## src/rtl/shift_register_ctrl.sv

```systemverilog
// Two-requester round-robin arbiter that serializes the granted word MSB-first.
// Optional trailing zero flush enabled by SHIFT_REGISTER_CTRL_FLUSH_EN.
module shift_register_ctrl #(
  parameter int unsigned WIDTH = 4
) (
  input  logic             clk,
  input  logic             clr,
  input  logic             req0,
  input  logic [WIDTH-1:0] din0,
  input  logic             req1,
  input  logic [WIDTH-1:0] din1,
  output logic             gnt0,
  output logic             gnt1,
  output logic             sdo,
  output logic             sen,
  output logic             busy,
  output logic             owner,
  output logic             done
);

  localparam int unsigned CntW = $clog2(WIDTH);
  localparam logic [CntW-1:0] CntLast = CntW'(WIDTH - 1);

  typedef enum logic [2:0] {
    StIdle,
    StGrant,
    StShift,
`ifdef SHIFT_REGISTER_CTRL_FLUSH_EN
    StFlush,
`endif
    StDone
  } state_e;

  state_e           state_q, state_d;
  logic [WIDTH-1:0] sreg_q, sreg_d;
  logic [CntW-1:0]  cnt_q, cnt_d;
  logic             owner_q, owner_d;
  logic             gnt0_q, gnt0_d;
  logic             gnt1_q, gnt1_d;
  logic             sdo_q, sdo_d;
  logic             sen_q, sen_d;
  logic             busy_q, busy_d;
  logic             done_q, done_d;
  logic             win;

  // On a tie the requester that did not own the last transfer wins.
  assign win = (req0 && req1) ? ~owner_q : req1;

  always_comb begin
    state_d = state_q;
    sreg_d  = sreg_q;
    cnt_d   = cnt_q;
    owner_d = owner_q;
    gnt0_d  = 1'b0;
    gnt1_d  = 1'b0;
    sdo_d   = 1'b0;
    sen_d   = 1'b0;
    busy_d  = 1'b1;
    done_d  = 1'b0;
    case (state_q)
      StIdle: begin
        if (req0 || req1) begin
          state_d = StGrant;
          owner_d = win;
          gnt0_d  = ~win;
          gnt1_d  = win;
          sreg_d  = win ? din1 : din0;
          cnt_d   = CntLast;
        end else begin
          busy_d = 1'b0;
        end
      end
      StGrant: begin
        state_d = StShift;
        sen_d   = 1'b1;
        sdo_d   = sreg_q[WIDTH-1];
        sreg_d  = {sreg_q[WIDTH-2:0], 1'b0};
      end
      StShift: begin
        if (cnt_q != '0) begin
          cnt_d  = cnt_q - CntW'(1);
          sen_d  = 1'b1;
          sdo_d  = sreg_q[WIDTH-1];
          sreg_d = {sreg_q[WIDTH-2:0], 1'b0};
        end else begin
`ifdef SHIFT_REGISTER_CTRL_FLUSH_EN
          state_d = StFlush;
          cnt_d   = CntLast;
          sen_d   = 1'b1;
`else
          state_d = StDone;
          done_d  = 1'b1;
`endif
        end
      end
`ifdef SHIFT_REGISTER_CTRL_FLUSH_EN
      StFlush: begin
        if (cnt_q != '0) begin
          cnt_d = cnt_q - CntW'(1);
          sen_d = 1'b1;
        end else begin
          state_d = StDone;
          done_d  = 1'b1;
        end
      end
`endif
      StDone: begin
        state_d = StIdle;
        busy_d  = 1'b0;
      end
      default: begin
        state_d = StIdle;
        busy_d  = 1'b0;
      end
    endcase
  end

  always_ff @(posedge clk or negedge clr) begin
    if (!clr) begin
      state_q <= StIdle;
      sreg_q  <= '0;
      cnt_q   <= '0;
      owner_q <= 1'b1;
      gnt0_q  <= 1'b0;
      gnt1_q  <= 1'b0;
      sdo_q   <= 1'b0;
      sen_q   <= 1'b0;
      busy_q  <= 1'b0;
      done_q  <= 1'b0;
    end else begin
      state_q <= state_d;
      sreg_q  <= sreg_d;
      cnt_q   <= cnt_d;
      owner_q <= owner_d;
      gnt0_q  <= gnt0_d;
      gnt1_q  <= gnt1_d;
      sdo_q   <= sdo_d;
      sen_q   <= sen_d;
      busy_q  <= busy_d;
      done_q  <= done_d;
    end
  end

  assign gnt0  = gnt0_q;
  assign gnt1  = gnt1_q;
  assign sdo   = sdo_q;
  assign sen   = sen_q;
  assign busy  = busy_q;
  assign owner = owner_q;
  assign done  = done_q;

endmodule

```

## config.mk

```make
export PLATFORM = sky130hd
export DESIGN_NAME = shift_register_ctrl
export DESIGN_NICKNAME = d
export VERILOG_FILES = /design/src/rtl/shift_register_ctrl.sv
export SDC_FILE = /design/constraint.sdc
export NUM_CORES = 1
export LEC_CHECK = 0
export CAP_MARGIN = 20
export CORE_MARGIN = 4
export CORE_UTILIZATION = 43
export DETAILED_ROUTE_END_ITERATION = 16
export GPL_TIMING_DRIVEN = 0
export PLACE_DENSITY = 0.73
export SYNTH_ARGS = -nofsm -noshare
export SYNTH_HDL_FRONTEND = slang
export SYNTH_SLANG_ARGS = --single-unit
export TNS_END_PERCENT = 30
```

## constraint.sdc

```tcl
create_clock -name clk -period 1.6 [get_ports clk]
set_clock_uncertainty 0.05 [all_clocks]
set_input_delay 0.16 -clock clk [delete_from_list [all_inputs] [get_ports clk]]
set_output_delay 0.16 -clock clk [all_outputs]
set_load 0.01 [all_outputs]
```

Figure 1. Wiring by layer.
Only two layers are drawn.
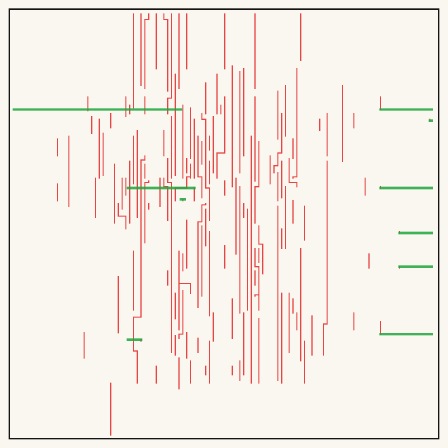
Red is met2, wire length 834 µm. Green is met3, wire length 56.8 µm.
DRT Wirelength: 1.67 mm
gr usage total: 13.5%

Figure 2. Signal wires on met1.
Supply wires on this layer in grey.
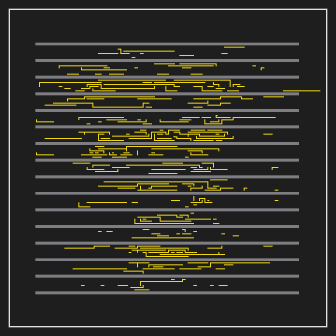
111 nets have wire on it. The layer holds 45% of the routed length. The longest straight run is 17.0 µm. The layer carries 747 µm of wire.
routed via count: 664
met1 layer usage reported by global route: 16.9%

Figure 3. Clock wiring as the flow saved it.
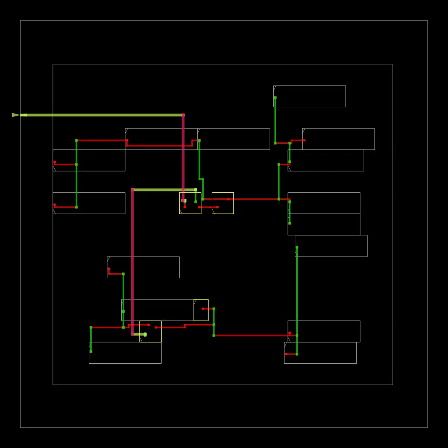
Sink Count: 15
CTS buffer count: 3
sequential cells: 15
Clock Buffer Count: 3
power attributed to the clock group: 220 µW

Figure 4. Wires at chosen ports, followed through buffers.
Scale bar: 20 µm.
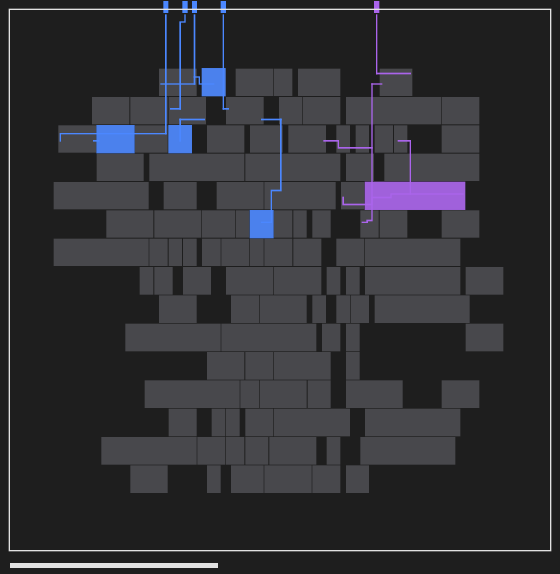
Blue is din1, direction input, edge north, end cells 4, buffers 4, wire 72.8 µm. Purple is owner, direction output, edge north, end cells 1, buffers 1, wire 48.6 µm.
io pins: 19
port buffer count: 17

Figure 5. Zoomed window.
Scale bar: 10 µm. Region (11, 11) to (41, 41) µm. Cells in grey, sequential cells in the stronger grey; small squares are vias.
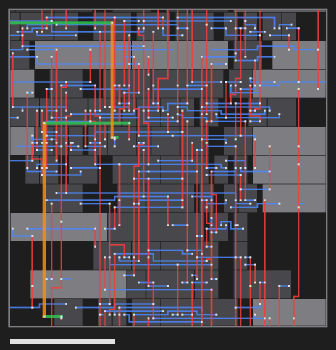
Blue is met1. Orange is met4. Green is met3. Red is met2.
Netlist names of flops here include sreg_q (2), state_q (2). Most frequent: dfrtp_1 (9), nor2_1 (8), buf_4 (7). Sequential cells in the window: 10. 72 logic cells have their middle in the window.

==> summary.txt <==
Notes on the flow run.

- The run finished with clean final reports.
- In the layout the commonest cells are sky130_fd_sc_hd__clkdlybuf4s50_1, sky130_fd_sc_hd__dfrtp_1, sky130_fd_sc_hd__nor2_1, sky130_fd_sc_hd__buf_4, sky130_fd_sc_hd__ha_1.
- The biggest slice of the total power is consumed by combinational logic.
- The post-CTS clock slew at the launch and capture registers of the worst setup and hold paths is 0.09 ns, for reference.
- Summed over all nets, the switching power comes to approximately 850 µW.
- For reference, the critical path cell chain is inv_2 > ha_4 > nor3b_4 > buf_6 > a211oi_4 > mux2_4.
- The net count of the finished layout is 130.
- The residual antenna-violating net count after detailed routing is 0, for reference.
- The endpoint required time on the critical path is around 1.7 ns, for reference.
- STA shows the worst min-delay path finishing at gnt0$_DFF_PN0_.
- The most popular library cell in the synthesized design by count is sky130_fd_sc_hd__dfrtp_1, for reference.
- The worst slew slack as a fraction of its limit is 57.4%, for reference.
- The synthesized netlist devotes between 10% and 20% of its cell area to adder and majority cells.
- Hold analysis shows the worst path with a depth of 2.
- For this run, the chip area from Yosys synthesis comes to 826 µm².
- The timing report gives the biggest stage delay along the critical path as 0.38 ns.
- The number of placement rows is 15, for reference.
- The cell type contributing the most total cell area after synthesis is sky130_fd_sc_hd__dfrtp_1, for reference.
- Per the synth log, the flip-flop and latch total comes to 15.
- The number of max-slew violations in the final report is 0, for reference.
- Among all flip-flop cells after synthesis, the most frequent one is sky130_fd_sc_hd__dfrtp_1.
- The area-dominant cell class after layout is combinational gates, for reference.
- The register with the most flip-flops in the layout has 4 of them.
- According to the floorplan report, the die width is between 50 and 60 µm.
- The synth_stat.txt file lists the number of cells as 79.
- The sum of net half-perimeters after detailed placement is roughly 1.2 mm, for reference.
- Per the final timing report, the hold violations number 0.
- Summing all non-filler instances in the final layout gives an area of 1170 µm².
- From synthesis to final layout, the design area changed by 41.7%.
- The number of detailed-routing iterations run before antenna repair is 3, for reference.
- Synthesis produced a netlist whose cell count is 79.
- In the final layout, the share of cells above drive strength 1 is 25.7%.
- The worst slack at placement is -0.155 ns, for reference.
- The most common logic cell in the routed design is sky130_fd_sc_hd__clkdlybuf4s50_1, for reference.
- The number of global-route vias before repair is 618, for reference.
- The combined flip-flop and latch cell area is 377 µm², for reference.
per-layer routing:
metal,up-vias,wire (µm)
met5,-,0
met4,0,29
met3,4,56
met2,9,833
met1,312,746
li1,339,-
what timing repair did:
action                                  in CTS  in global routing
buffers inserted                             5                  4
pin swaps                                    3                  3
gates resized                                3                 10
hold endpoints to repair                     0                  0
endpoints found under the setup margin       9                  7
metrics by stage:
step | total power [µW] | std cells | utilization (%)
2_1_floorplan | 1350 | 79 | -
3_3_place_gp | 1630 | 121 | 58.4
3_5_place_dp | 1660 | 121 | 58.4
4_1_cts | 1970 | 130 | 62.6
5_1_grt | 2390 | 134 | 66.3
6_report | 2200 | 134 | 66.3
Power is estimated from default activity; no workload was simulated.
